port_nets.png
(2 px per um)
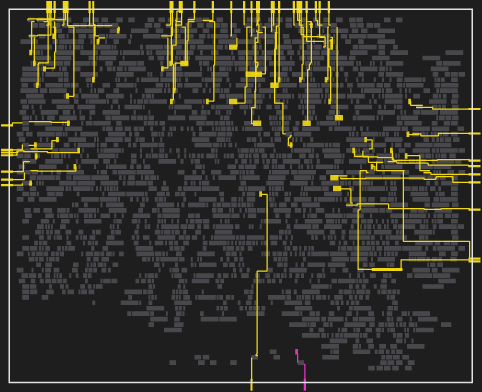
registers.png
(1 px per um) Other sequential cells in the stronger gray, the rest of the logic in the fainter gray.
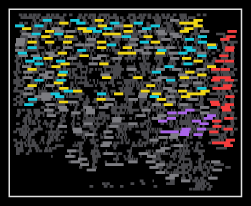
final_clocks.png
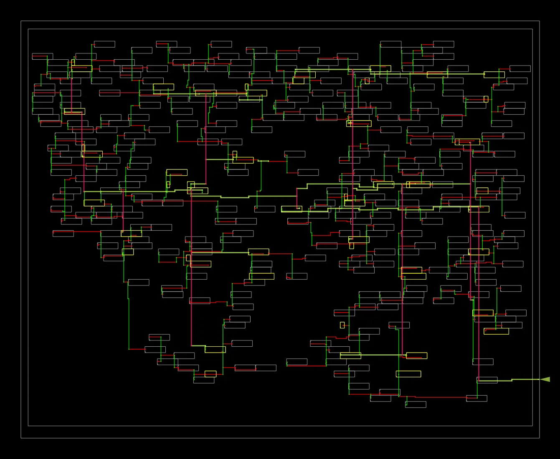
`config.mk`:
```
export PLATFORM = sky130hd
export DESIGN_NAME = tengigeth_loop_frame_gen
export DESIGN_NICKNAME = d
export VERILOG_FILES = /design/src/rtl/tengigeth_loop_frame_gen_pkg.sv /design/src/rtl/tengigeth_loop_frame_gen_payload_pattern.sv /design/src/rtl/tengigeth_loop_frame_gen.sv
export SDC_FILE = /design/constraint.sdc
export NUM_CORES = 1
export LEC_CHECK = 0
export CAP_MARGIN = 20
export CORE_ASPECT_RATIO = 0.8
export CORE_MARGIN = 3
export CORE_UTILIZATION = 40
export CTS_CLUSTER_SIZE = 40
export DETAILED_ROUTE_END_ITERATION = 6
export GPL_TIMING_DRIVEN = 0
export PLACE_DENSITY = 0.65
export SYNTH_ARGS = -nofsm -noshare
export SYNTH_HDL_FRONTEND = slang
export SYNTH_SLANG_ARGS = --single-unit
```
`constraint.sdc`:
```
create_clock -name piEthCoreClk -period 9.7 [get_ports piEthCoreClk]
set_clock_uncertainty 0.05 [all_clocks]
set_input_delay 0.97 -clock piEthCoreClk [delete_from_list [all_inputs] [get_ports piEthCoreClk]]
set_output_delay 0.97 -clock piEthCoreClk [all_outputs]
set_load 0.02 [all_outputs]
```
`src/rtl/tengigeth_loop_frame_gen_pkg.sv`:
```
// Shared types and constants for the 10GbE loopback frame generator
// and its companion checker.
package tengigeth_loop_frame_gen_pkg;

  typedef enum logic [2:0] {
    ST_IDLE    = 3'd0,
    ST_HDR0    = 3'd1,
    ST_HDR1    = 3'd2,
    ST_PAYLOAD = 3'd3,
    ST_GAP     = 3'd4,
    ST_DONE    = 3'd5
  } state_e;

  localparam int ETH_HDR_BYTES   = 14;
  localparam int AXIS_BYTES      = 8;
  localparam int DEF_MIN_PAYLOAD = 46;
  localparam int DEF_MAX_PAYLOAD = 1500;

  // Byte enables of a frame's final beat from frame length mod 8
  function automatic logic [7:0] tkeep_from_rem(
    input logic [2:0] rem
  );
    logic [7:0] k;
    unique case (rem)
      3'd0: k = 8'hFF;
      3'd1: k = 8'h01;
      3'd2: k = 8'h03;
      3'd3: k = 8'h07;
      3'd4: k = 8'h0F;
      3'd5: k = 8'h1F;
      3'd6: k = 8'h3F;
      3'd7: k = 8'h7F;
      default: k = 8'hFF;
    endcase
    return k;
  endfunction

endpackage

```
`src/rtl/tengigeth_loop_frame_gen_payload_pattern.sv`:
```
// Deterministic payload bytes for one 64-bit beat:
// lane k carries (seq + offset + k) mod 256.
module tengigeth_loop_payload_pattern
  import tengigeth_loop_frame_gen_pkg::*;
(
  input  logic [7:0]  seq,
  input  logic [7:0]  offset,
  output logic [63:0] data
);

  logic [7:0] base;

  assign base = seq + offset;

  always_comb begin
    data = '0;
    for (int k = 0; k < AXIS_BYTES; k++) begin
      data[8*k +: 8] = base + 8'(k);
    end
  end

endmodule

```
`src/rtl/tengigeth_loop_frame_gen.sv`:
```
// Ethernet II test-frame generator driving a registered 64-bit
// AXI4-Stream toward the MAC TX / loopback swapper.
module tengigeth_loop_frame_gen
  import tengigeth_loop_frame_gen_pkg::*;
#(
  parameter int GAP_BEATS   = 2,
  parameter int MIN_PAYLOAD = DEF_MIN_PAYLOAD,
  parameter int MAX_PAYLOAD = DEF_MAX_PAYLOAD
) (
  input  logic        piEthCoreClk,
  input  logic        piReset_n,
  input  logic        piGenEn,
  input  logic [47:0] piDstMac,
  input  logic [47:0] piSrcMac,
  input  logic [15:0] piEtherType,
  input  logic [13:0] piPayloadLen,
  input  logic [15:0] piFrameCnt,
  input  logic        pi_Axis_tready,
  output logic [63:0] po_Axis_tdata,
  output logic [7:0]  po_Axis_tkeep,
  output logic        po_Axis_tlast,
  output logic        po_Axis_tvalid,
  output logic        poBusy,
  output logic        poDone,
  output logic [31:0] poFramesSent
);

  localparam logic [13:0] MIN_P    = 14'(MIN_PAYLOAD);
  localparam logic [13:0] MAX_P    = 14'(MAX_PAYLOAD);
  localparam logic [13:0] HDR_L    = 14'(ETH_HDR_BYTES);
  localparam logic [15:0] GAP_LAST = 16'(GAP_BEATS - 1);
  localparam bit          HAS_GAP  = (GAP_BEATS > 0);

  state_e      state_q, state_d;
  logic [13:0] beat_q, beat_d;
  logic [13:0] nbeats_q, nbeats_d;
  logic [7:0]  klast_q, klast_d;
  logic [7:0]  seq_q, seq_d;
  logic [47:0] dst_q, dst_d;
  logic [47:0] src_q, src_d;
  logic [15:0] et_q, et_d;
  logic [15:0] run_q, run_d;
  logic [15:0] gap_q, gap_d;
  logic [31:0] sent_q, sent_d;
  logic [63:0] tdata_q, tdata_d;
  logic [7:0]  tkeep_q, tkeep_d;
  logic        tlast_q, tlast_d;
  logic        tvalid_q, tvalid_d;

  logic        xfer;
  logic        start;
  logic        leave;
  logic        load;
  logic [13:0] plen;
  logic [13:0] flen;
  logic [13:0] nbeats_in;
  logic [7:0]  pat_off;
  logic [63:0] pat;
  logic        last_b;
  logic [7:0]  keep_b;
  logic [63:0] beat_b;

  assign xfer = tvalid_q & pi_Axis_tready;

  always_comb begin
    plen = piPayloadLen;
    if (piPayloadLen < MIN_P) begin
      plen = MIN_P;
    end else if (piPayloadLen > MAX_P) begin
      plen = MAX_P;
    end
  end

  assign flen      = HDR_L + plen;
  assign nbeats_in = (flen + 14'd7) >> 3;

  always_ff @(posedge piEthCoreClk or negedge piReset_n) begin
    if (!piReset_n) begin
      state_q  <= ST_IDLE;
      beat_q   <= '0;
      nbeats_q <= '0;
      klast_q  <= '0;
      seq_q    <= '0;
      dst_q    <= '0;
      src_q    <= '0;
      et_q     <= '0;
      run_q    <= '0;
      gap_q    <= '0;
      sent_q   <= '0;
      tdata_q  <= '0;
      tkeep_q  <= '0;
      tlast_q  <= 1'b0;
      tvalid_q <= 1'b0;
    end else begin
      state_q  <= state_d;
      beat_q   <= beat_d;
      nbeats_q <= nbeats_d;
      klast_q  <= klast_d;
      seq_q    <= seq_d;
      dst_q    <= dst_d;
      src_q    <= src_d;
      et_q     <= et_d;
      run_q    <= run_d;
      gap_q    <= gap_d;
      sent_q   <= sent_d;
      tdata_q  <= tdata_d;
      tkeep_q  <= tkeep_d;
      tlast_q  <= tlast_d;
      tvalid_q <= tvalid_d;
    end
  end

  always_comb begin
    state_d  = state_q;
    beat_d   = beat_q;
    nbeats_d = nbeats_q;
    klast_d  = klast_q;
    seq_d    = seq_q;
    dst_d    = dst_q;
    src_d    = src_q;
    et_d     = et_q;
    run_d    = run_q;
    gap_d    = gap_q;
    sent_d   = sent_q;
    start    = 1'b0;
    leave    = 1'b0;
    load     = 1'b0;
    unique case (state_q)
      ST_IDLE: begin
        start = piGenEn;
      end
      ST_HDR0: begin
        if (xfer) begin
          state_d = ST_HDR1;
          beat_d  = 14'd1;
          load    = 1'b1;
        end
      end
      ST_HDR1: begin
        if (xfer) begin
          state_d = ST_PAYLOAD;
          beat_d  = 14'd2;
          load    = 1'b1;
        end
      end
      ST_PAYLOAD: begin
        if (xfer) begin
          if (tlast_q) begin
            sent_d = sent_q + 32'd1;
            run_d  = run_q + 16'd1;
            if (HAS_GAP) begin
              state_d = ST_GAP;
              gap_d   = '0;
            end else begin
              leave = 1'b1;
            end
          end else begin
            beat_d = beat_q + 14'd1;
            load   = 1'b1;
          end
        end
      end
      ST_GAP: begin
        if (gap_q == GAP_LAST) begin
          leave = 1'b1;
        end else begin
          gap_d = gap_q + 16'd1;
        end
      end
      ST_DONE: begin
        if (!piGenEn) begin
          state_d = ST_IDLE;
        end
      end
      default: begin
        state_d = ST_IDLE;
      end
    endcase
    if (leave) begin
      if (!piGenEn) begin
        state_d = ST_IDLE;
      end else if (piFrameCnt != 16'd0 &&
                   run_d == piFrameCnt) begin
        state_d = ST_DONE;
      end else begin
        start = 1'b1;
      end
    end
    if (state_d == ST_IDLE) begin
      run_d = '0;
    end
    // Frame index within the run seeds the payload pattern
    if (start) begin
      state_d  = ST_HDR0;
      beat_d   = '0;
      nbeats_d = nbeats_in;
      klast_d  = tkeep_from_rem(flen[2:0]);
      seq_d    = run_d[7:0];
      dst_d    = piDstMac;
      src_d    = piSrcMac;
      et_d     = piEtherType;
      load     = 1'b1;
    end
  end

  // Lane 0 payload index is 8*beat-14; mod 256 also covers beat 1
  assign pat_off = {beat_d[4:0], 3'b000} - 8'd14;

  tengigeth_loop_payload_pattern u_pattern (
    .seq    (seq_d),
    .offset (pat_off),
    .data   (pat)
  );

  always_comb begin
    tdata_d  = tdata_q;
    tkeep_d  = tkeep_q;
    tlast_d  = tlast_q;
    tvalid_d = tvalid_q;
    last_b   = (beat_d == nbeats_d - 14'd1);
    keep_b   = last_b ? klast_d : 8'hFF;
    beat_b   = pat;
    unique case (1'b1)
      (beat_d == 14'd0): begin
        beat_b = {src_d[39:32], src_d[47:40],
                  dst_d[7:0],   dst_d[15:8],
                  dst_d[23:16], dst_d[31:24],
                  dst_d[39:32], dst_d[47:40]};
      end
      (beat_d == 14'd1): begin
        beat_b = {pat[63:48],
                  et_d[7:0],    et_d[15:8],
                  src_d[7:0],   src_d[15:8],
                  src_d[23:16], src_d[31:24]};
      end
      default: begin
      end
    endcase
    for (int k = 0; k < AXIS_BYTES; k++) begin
      if (!keep_b[k]) begin
        beat_b[8*k +: 8] = 8'h00;
      end
    end
    if (load) begin
      tdata_d  = beat_b;
      tkeep_d  = keep_b;
      tlast_d  = last_b;
      tvalid_d = 1'b1;
    end else if (xfer) begin
      tdata_d  = '0;
      tkeep_d  = '0;
      tlast_d  = 1'b0;
      tvalid_d = 1'b0;
    end
  end

  assign po_Axis_tdata  = tdata_q;
  assign po_Axis_tkeep  = tkeep_q;
  assign po_Axis_tlast  = tlast_q;
  assign po_Axis_tvalid = tvalid_q;
  assign poBusy         = (state_q != ST_IDLE);
  assign poDone         = (state_q == ST_DONE);
  assign poFramesSent   = sent_q;

endmodule

```
==> out/metrics.cfg <==
[layout]
lay_top_count = nand2_1
dominant-cell-class = combinational gates
largest_reg_flops = 64
fin_nets = 2223
num-fill-cells = 3751
buf_share = 0.148
n_antenna_cell = 1
inverters = 46
area_delta_synth_final_pct = 26.8
lay_top_cells = nand2_1, dfrtp_1, clkdlybuf4s50_1, nor2_1, o21ai_0
clockNetworkAreaShare = 0.0498
drive_above_1_share = 0.0667
comb_area_frac = 0.399

[status]
status = complete, no violations

[synthesis]
top_cell_area_share = 0.460
postSynthAreaPerCell_sq_um = 9.18
synthTopCellsByArea = dfrtp_1, nand2_1, xnor2_1
ys_cells = 1761
synth_cell_types = 77
xor_share = 0.0679
syn_area_sq_um = 16200
ys.warnings.count = 0
syn-num-nets = 1936
synth-edff-count = 0
synthCells = 1761
synthTopLogicFamily = simple AND/OR/NAND/NOR gates
synthTopCellsByCount = nand2_1, dfrtp_1, nor2_1, o21ai_0
ys_sh_mux = 0.0419
yosysSeqAreaShare = 0.460
aoi_share = 0.164
synth_flops = 297
yosys-stat-area_sq_um = 16200
synth-simple-area-share = 0.207

[final_timing]
slew_headroom = 0.239
period_used_share = 0.936
min_period_ps = 9080
setup_tns_ps = 0
slew_viol_final = 0
worstMarginPinSlew_ps = 1130

[placed_design]
dp_hpwl_mm = 44.1
dpl_cell_area_sq_um = 19400
place_congestion = 0.962

[clocking]
cts.path.max_buffers = 3
postCtsResizedCells = 4
postCtsHoldBufs = 0
post-cts-setup-buffers = 0
cts_buffers = 31
clock-sinks = 297
cts_root_buf = clkbuf_16

[power]
leakagePower_uw = 0.00901
vdd_drop_max_mv = 0.157
power.group.top = combinational cells
switchingPower_uw = 2440
powerComb_uw = 2740
power.share.sequential = 0.321
clkPwrFrac = 0.210
combPwrFrac = 0.469

[routing]
firstDrtPassIters = 6
drt_iter0_markers = 1483
routed-wl-met3_mm = 5.91
via_per_inst = 5.83
drt-wirelength-per-cell_um = 22.8
drtAntennaViolNets = 0
drt-total-wl_mm = 59.3
wl_met2_mm = 25.2
top_layer = met5
met1_length_mm = 26.7

[hold_path]
min_path_type = in -> async

[global_route]
grt_pass1_vias = 14400
gr-usage-met3 = 0.0537
grt-busiest-layer = met1
overflow = 0
use_met2 = 0.399

[critical_path]
rrSetupSlack_ps = 620
r2r_end = po_Axis_tdata[31]
start_kind = register
crit-reg2reg-launch = po_Axis_tlast
critPathArrivalTime_ps = 9440
crit_start = po_Axis_tlast
cp_max_fo = 10
endpoint_kind = register
worst_ep_required_time_ps = 10060
critPathKind = reg -> reg
cp-endpoint = po_Axis_tdata[31]

[floorplan]
die_x_um = 231
nWellTaps = 536
row_count = 65

[job]
openroad.warnings = 40
drv_cap = 0

Notes on port_nets.png above:
color	port	bits	direction	edge	end cells	buffers	wire
yellow	`piSrcMac`	48	input	31 top, 9 right, 7 left, 1 bottom	48	48	2,140 um
magenta	`poBusy`	1	output	bottom	1	1	13.4 um
IO Port Bufs: 248
Top Ports: 254

Notes on registers.png above:
color	netlist name	placed flops
cyan	`dst_q`	48
purple	`gap_q`	16
red	`poFramesSent`	32
yellow	`po_Axis_tdata`	64
Storage cell area: 7430 sq um
Util after Layout: 0.517
sequential cell area share: 0.362
P_seq: 1880 uW

Notes on final_clocks.png above:
Clock Power: 1230 uW
Flop Count: 297
clkbuf count: 41

-- critical path, cell delays in order (launching register included) --
cell       delay (ps)
dfrtp_1           400
clkbuf_1          430
nand3_1           460
nor4_2            750
xnor3_1           310
o2111ai_1         100
a2111oi_0         110
and4_1            310
nor2_1            210
buf_2             310
clkbuf_1          720
clkbuf_1          510
clkbuf_2          490
mux2i_1           290
ha_1              340
nand2b_1          120
nor3_1            480
nand3_1           150
a221oi_1          340
o211a_1           210
nor4b_1           440
o21bai_1          280
o31ai_2           870
a22oi_1           210
-- through the flow --
step	instances	utilization	setup WS, ps	hold slack [ps]
after floorplan	1761	-	2560	381
after global placement	2545	0.487	-5570	401
after detailed placement	2549	0.489	-440	403
after CTS	2603	0.516	162	198
after global routing	2605	0.517	97.0	207
final	2606	0.517	621	202
Power is estimated from default activity; no workload was simulated.
